===== config.mk =====
export PLATFORM = sky130hd
export DESIGN_NAME = gate_vector_tester
export DESIGN_NICKNAME = d
export VERILOG_FILES = /design/src/rtl/gate_vector_tester.sv
export SDC_FILE = /design/constraint.sdc
export NUM_CORES = 1
export LEC_CHECK = 0
export CAP_MARGIN = 20
export CORE_ASPECT_RATIO = 1.25
export CORE_MARGIN = 5
export CORE_UTILIZATION = 45
export CTS_BUF_LIST = sky130_fd_sc_hd__clkbuf_4
export DETAILED_ROUTE_END_ITERATION = 10
export DONT_BUFFER_PORTS = 1
export GPL_TIMING_DRIVEN = 0
export PLACE_DENSITY = 0.63
export SLEW_MARGIN = 20
export SYNTH_ARGS = -nofsm -noshare
export SYNTH_HDL_FRONTEND = slang
export SYNTH_SLANG_ARGS = --single-unit
export TNS_END_PERCENT = 5

===== constraint.sdc =====
create_clock -name clk -period 3.02 [get_ports clk]
set_input_delay 0.755 -clock clk [delete_from_list [all_inputs] [get_ports clk]]
set_output_delay 0.755 -clock clk [all_outputs]
set_load 0.01 [all_outputs]

===== src/rtl/gate_vector_tester.sv =====
// Self-test sequencer: steps a 3-input gate stage through all 8 vectors,
// compares its 9-bit result against a golden model and reports the outcome.
//
// Ports:
//   clk              rising-edge clock
//   reset_n          synchronous active-low reset
//   start            begin a run (honoured in IDLE and DONE only)
//   result[8:0]      output vector of the gate stage under test
//   input1..input3   stimulus to the gate stage (vec[2], vec[1], vec[0])
//   busy             high while a run is in SETTLE or CHECK
//   done             high while in DONE
//   pass             valid with done; 1 when no vector mismatched
//   err_count        saturating count of failing vectors
//   first_fail_valid a mismatch has been captured during this run
//   first_fail_vec   vector of the first mismatch
//   first_fail_mask  result XOR golden at the first mismatch
module gate_vector_tester #(
    parameter int SETTLE_CYCLES = 2,
    parameter int ERR_W         = 4
) (
    input  logic             clk,
    input  logic             reset_n,
    input  logic             start,
    input  logic [8:0]       result,
    output logic             input1,
    output logic             input2,
    output logic             input3,
    output logic             busy,
    output logic             done,
    output logic             pass,
    output logic [ERR_W-1:0] err_count,
    output logic             first_fail_valid,
    output logic [2:0]       first_fail_vec,
    output logic [8:0]       first_fail_mask
);

    localparam int CNT_W = (SETTLE_CYCLES > 1) ? $clog2(SETTLE_CYCLES) : 1;
    localparam logic [CNT_W-1:0] CNT_LAST = CNT_W'(SETTLE_CYCLES - 1);

    typedef enum logic [1:0] {
        S_IDLE,
        S_SETTLE,
        S_CHECK,
        S_DONE
    } state_t;

    state_t           r_state;
    state_t           w_state_nx;
    logic [2:0]       r_vec;
    logic [2:0]       w_vec_nx;
    logic [CNT_W-1:0] r_cnt;
    logic [CNT_W-1:0] w_cnt_nx;
    logic [ERR_W-1:0] r_err;
    logic [ERR_W-1:0] w_err_nx;
    logic [ERR_W-1:0] w_err_inc;
    logic             r_ffv;
    logic             w_ffv_nx;
    logic [2:0]       r_ffvec;
    logic [2:0]       w_ffvec_nx;
    logic [8:0]       r_ffmask;
    logic [8:0]       w_ffmask_nx;
    logic             r_pass;
    logic             w_pass_nx;
    logic             r_busy;
    logic             w_busy_nx;
    logic             r_done;
    logic             w_done_nx;
    logic [8:0]       w_golden;
    logic [8:0]       w_mask;
    logic             w_mis;

    function automatic logic [8:0] golden(input logic [2:0] v);
        logic a;
        logic b;
        logic c;
        a = v[2];
        b = v[1];
        c = v[0];
        golden = {a & b & c,
                  ~(a ^ b ^ c),
                  ~(a ^ b),
                  a ^ b,
                  ~(a | b),
                  a | b,
                  ~(a & b),
                  a & b,
                  ~a};
    endfunction

    assign w_golden  = golden(r_vec);
    assign w_mask    = result ^ w_golden;
    assign w_mis     = |w_mask;
    assign w_err_inc = (&r_err) ? r_err : r_err + 1'b1;

    always_comb begin
        w_state_nx  = r_state;
        w_vec_nx    = r_vec;
        w_cnt_nx    = r_cnt;
        w_err_nx    = r_err;
        w_ffv_nx    = r_ffv;
        w_ffvec_nx  = r_ffvec;
        w_ffmask_nx = r_ffmask;
        w_pass_nx   = r_pass;
        unique case (r_state)
            S_IDLE, S_DONE: begin
                if (start) begin
                    w_state_nx  = S_SETTLE;
                    w_vec_nx    = 3'd0;
                    w_cnt_nx    = '0;
                    w_err_nx    = '0;
                    w_ffv_nx    = 1'b0;
                    w_ffvec_nx  = 3'd0;
                    w_ffmask_nx = 9'd0;
                    w_pass_nx   = 1'b0;
                end
            end
            S_SETTLE: begin
                if (r_cnt == CNT_LAST) begin
                    w_state_nx = S_CHECK;
                end else begin
                    w_cnt_nx = r_cnt + 1'b1;
                end
            end
            S_CHECK: begin
                if (w_mis) begin
                    w_err_nx = w_err_inc;
                    if (!r_ffv) begin
                        w_ffv_nx    = 1'b1;
                        w_ffvec_nx  = r_vec;
                        w_ffmask_nx = w_mask;
                    end
                end
                if (r_vec == 3'd7) begin
                    w_state_nx = S_DONE;
                    // Includes the verdict of this final vector.
                    w_pass_nx  = !w_mis && (r_err == '0);
                end else begin
                    w_state_nx = S_SETTLE;
                    w_vec_nx   = r_vec + 3'd1;
                    w_cnt_nx   = '0;
                end
            end
            default: begin
                w_state_nx = S_IDLE;
            end
        endcase
        w_busy_nx = (w_state_nx == S_SETTLE) || (w_state_nx == S_CHECK);
        w_done_nx = (w_state_nx == S_DONE);
    end

    always_ff @(posedge clk) begin
        if (!reset_n) begin
            r_state  <= S_IDLE;
            r_vec    <= 3'd0;
            r_cnt    <= '0;
            r_err    <= '0;
            r_ffv    <= 1'b0;
            r_ffvec  <= 3'd0;
            r_ffmask <= 9'd0;
            r_pass   <= 1'b0;
            r_busy   <= 1'b0;
            r_done   <= 1'b0;
        end else begin
            r_state  <= w_state_nx;
            r_vec    <= w_vec_nx;
            r_cnt    <= w_cnt_nx;
            r_err    <= w_err_nx;
            r_ffv    <= w_ffv_nx;
            r_ffvec  <= w_ffvec_nx;
            r_ffmask <= w_ffmask_nx;
            r_pass   <= w_pass_nx;
            r_busy   <= w_busy_nx;
            r_done   <= w_done_nx;
        end
    end

    assign input1           = r_vec[2];
    assign input2           = r_vec[1];
    assign input3           = r_vec[0];
    assign busy             = r_busy;
    assign done             = r_done;
    assign pass             = r_pass;
    assign err_count        = r_err;
    assign first_fail_valid = r_ffv;
    assign first_fail_vec   = r_ffvec;
    assign first_fail_mask  = r_ffmask;

endmodule

**Signal metal coverage by tile**

Bar = 20 um. 12 x 15 tiles, from dark blue (low) to red (high), scaled to the fullest tile. Values are wire area over tile area, all layers added.
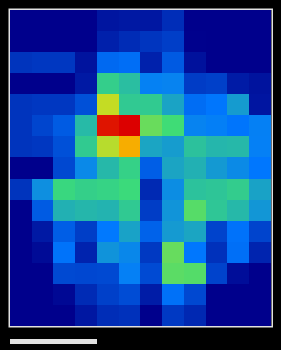
emptiest ninth of the die: top left
fullest tile: 0.54
nearly empty tiles: 24%
tiles over half the peak: 6.1%
wire length after detailed routing: 2890 um
mean routed wirelength per cell: 14.4 um
Tot GR Track Use: 0.138

**Clock wiring as the flow saved it**

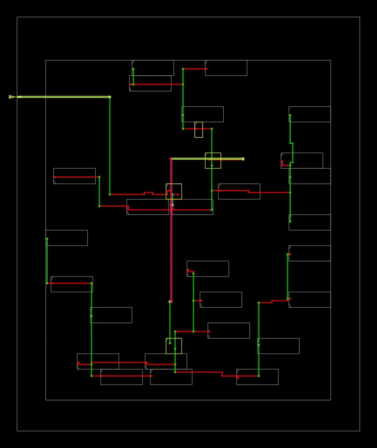
CTS sink cnt: 26
total number of sequential cells: 26
clock skew: 0.00494 ns
total clock network power: 0.153 mW
tally of clock buffers in the finished layout: 3

==> notes.md <==
Summary of implementation figures.

STA
The clock period minus final worst setup slack is approximately 2.6 ns. The final hold slack is between 0.5 and 0.6 ns. The final setup TNS is 0 ns. The post-layout worst setup margin is approximately 0.40 ns. The slew at the pin closest to its max-slew limit is 0.487 ns.

Logic synthesis
Summed over all instances, the cell type with the most area after synthesis is dfxtp_1. Sorting the synthesized cells by how often they occur yields nand2_1 (31), dfxtp_1 (26), mux2i_1 (14). The dominant non-sequential cell family after synthesis is simple AND/OR/NAND/NOR gates. For this run, the leading register cell type out of synthesis is dfxtp_1. Per the synthesis report, the XOR/XNOR share of the synthesized area is 0.0554. Yosys stat counts approximately 160 cells in the synthesized netlist. The post-synthesis mux area share is 0.122. The number of nets handed over by synthesis was around 180.

In the post-synthesis netlist, the biggest area contributors are dfxtp_1 (37%), mux2i_1 (9.8%), nand2_1 (8.2%), ha_1 (7.9%), nand2b_1 (4.4%). The distinct cell type count after synthesis is 32.

Cells and area
Per the final layout report, the fraction of cells sized above drive strength 1 comes to 0.0610. The area fraction of clock buffers and clock inverters is 0.0176. The share of the final layout cell area in multi-input gates is 0.561. Per the cell usage report, the commonest logic cells after layout are nand2_1 (31), dfxtp_1 (26), mux2i_1 (14), nand2b_1 (10), ha_1 (9).

Worst hold path
Hold analysis shows the worst path with a depth of 2. For the worst min-delay path, the startpoint reported by OpenROAD is r_cnt.

GRT
The number of antenna violations at the first check in global routing is 0. The number of global-route vias before repair is roughly 1,100. The global route stage reports its total congestion overflow as 0.

For met2 alone, demand over resource in global routing was 0.245.

Critical path
The worst register-to-register path depth is 8. The type of element capturing the critical path is a flop. The critical path class is flop to flop. In this run the number of cells on the critical path is 8.

Placement
The placement summary gives the final routability congestion estimate as between 0.8 and 0.9.

Power
The power report attributes to the clock group a share of 0.254. Sequential cells consume a total of around 0.36 mW.

Clocking
The clock-pin slew reported for the worst setup and hold paths after clock tree synthesis is between 0.1 and 0.15 ns. The count of instances resized after the clock tree is built is 0.

Routing
The count of antenna-violating nets left after detailed routing is 0. The length of routed wiring on met1 is about 1100 um.

Floorplanning
The placeable core region is between 0.003 and 0.004 mm2.

Status
The run finished with clean final reports.
**Metal 1**

Bar = 20 um.
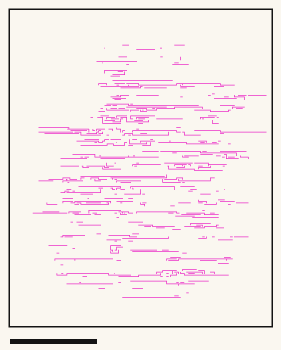
longest straight run: 19.3 um
main direction: horizontal
share of all routed wire: 39%
nets with wire on the layer: 164
wire length on this layer: 1,130 um
Vias: 1,097
met1 demand-to-capacity share in global routing: 0.151

Power figures rest on the tool's default switching activity, not on a simulated workload.
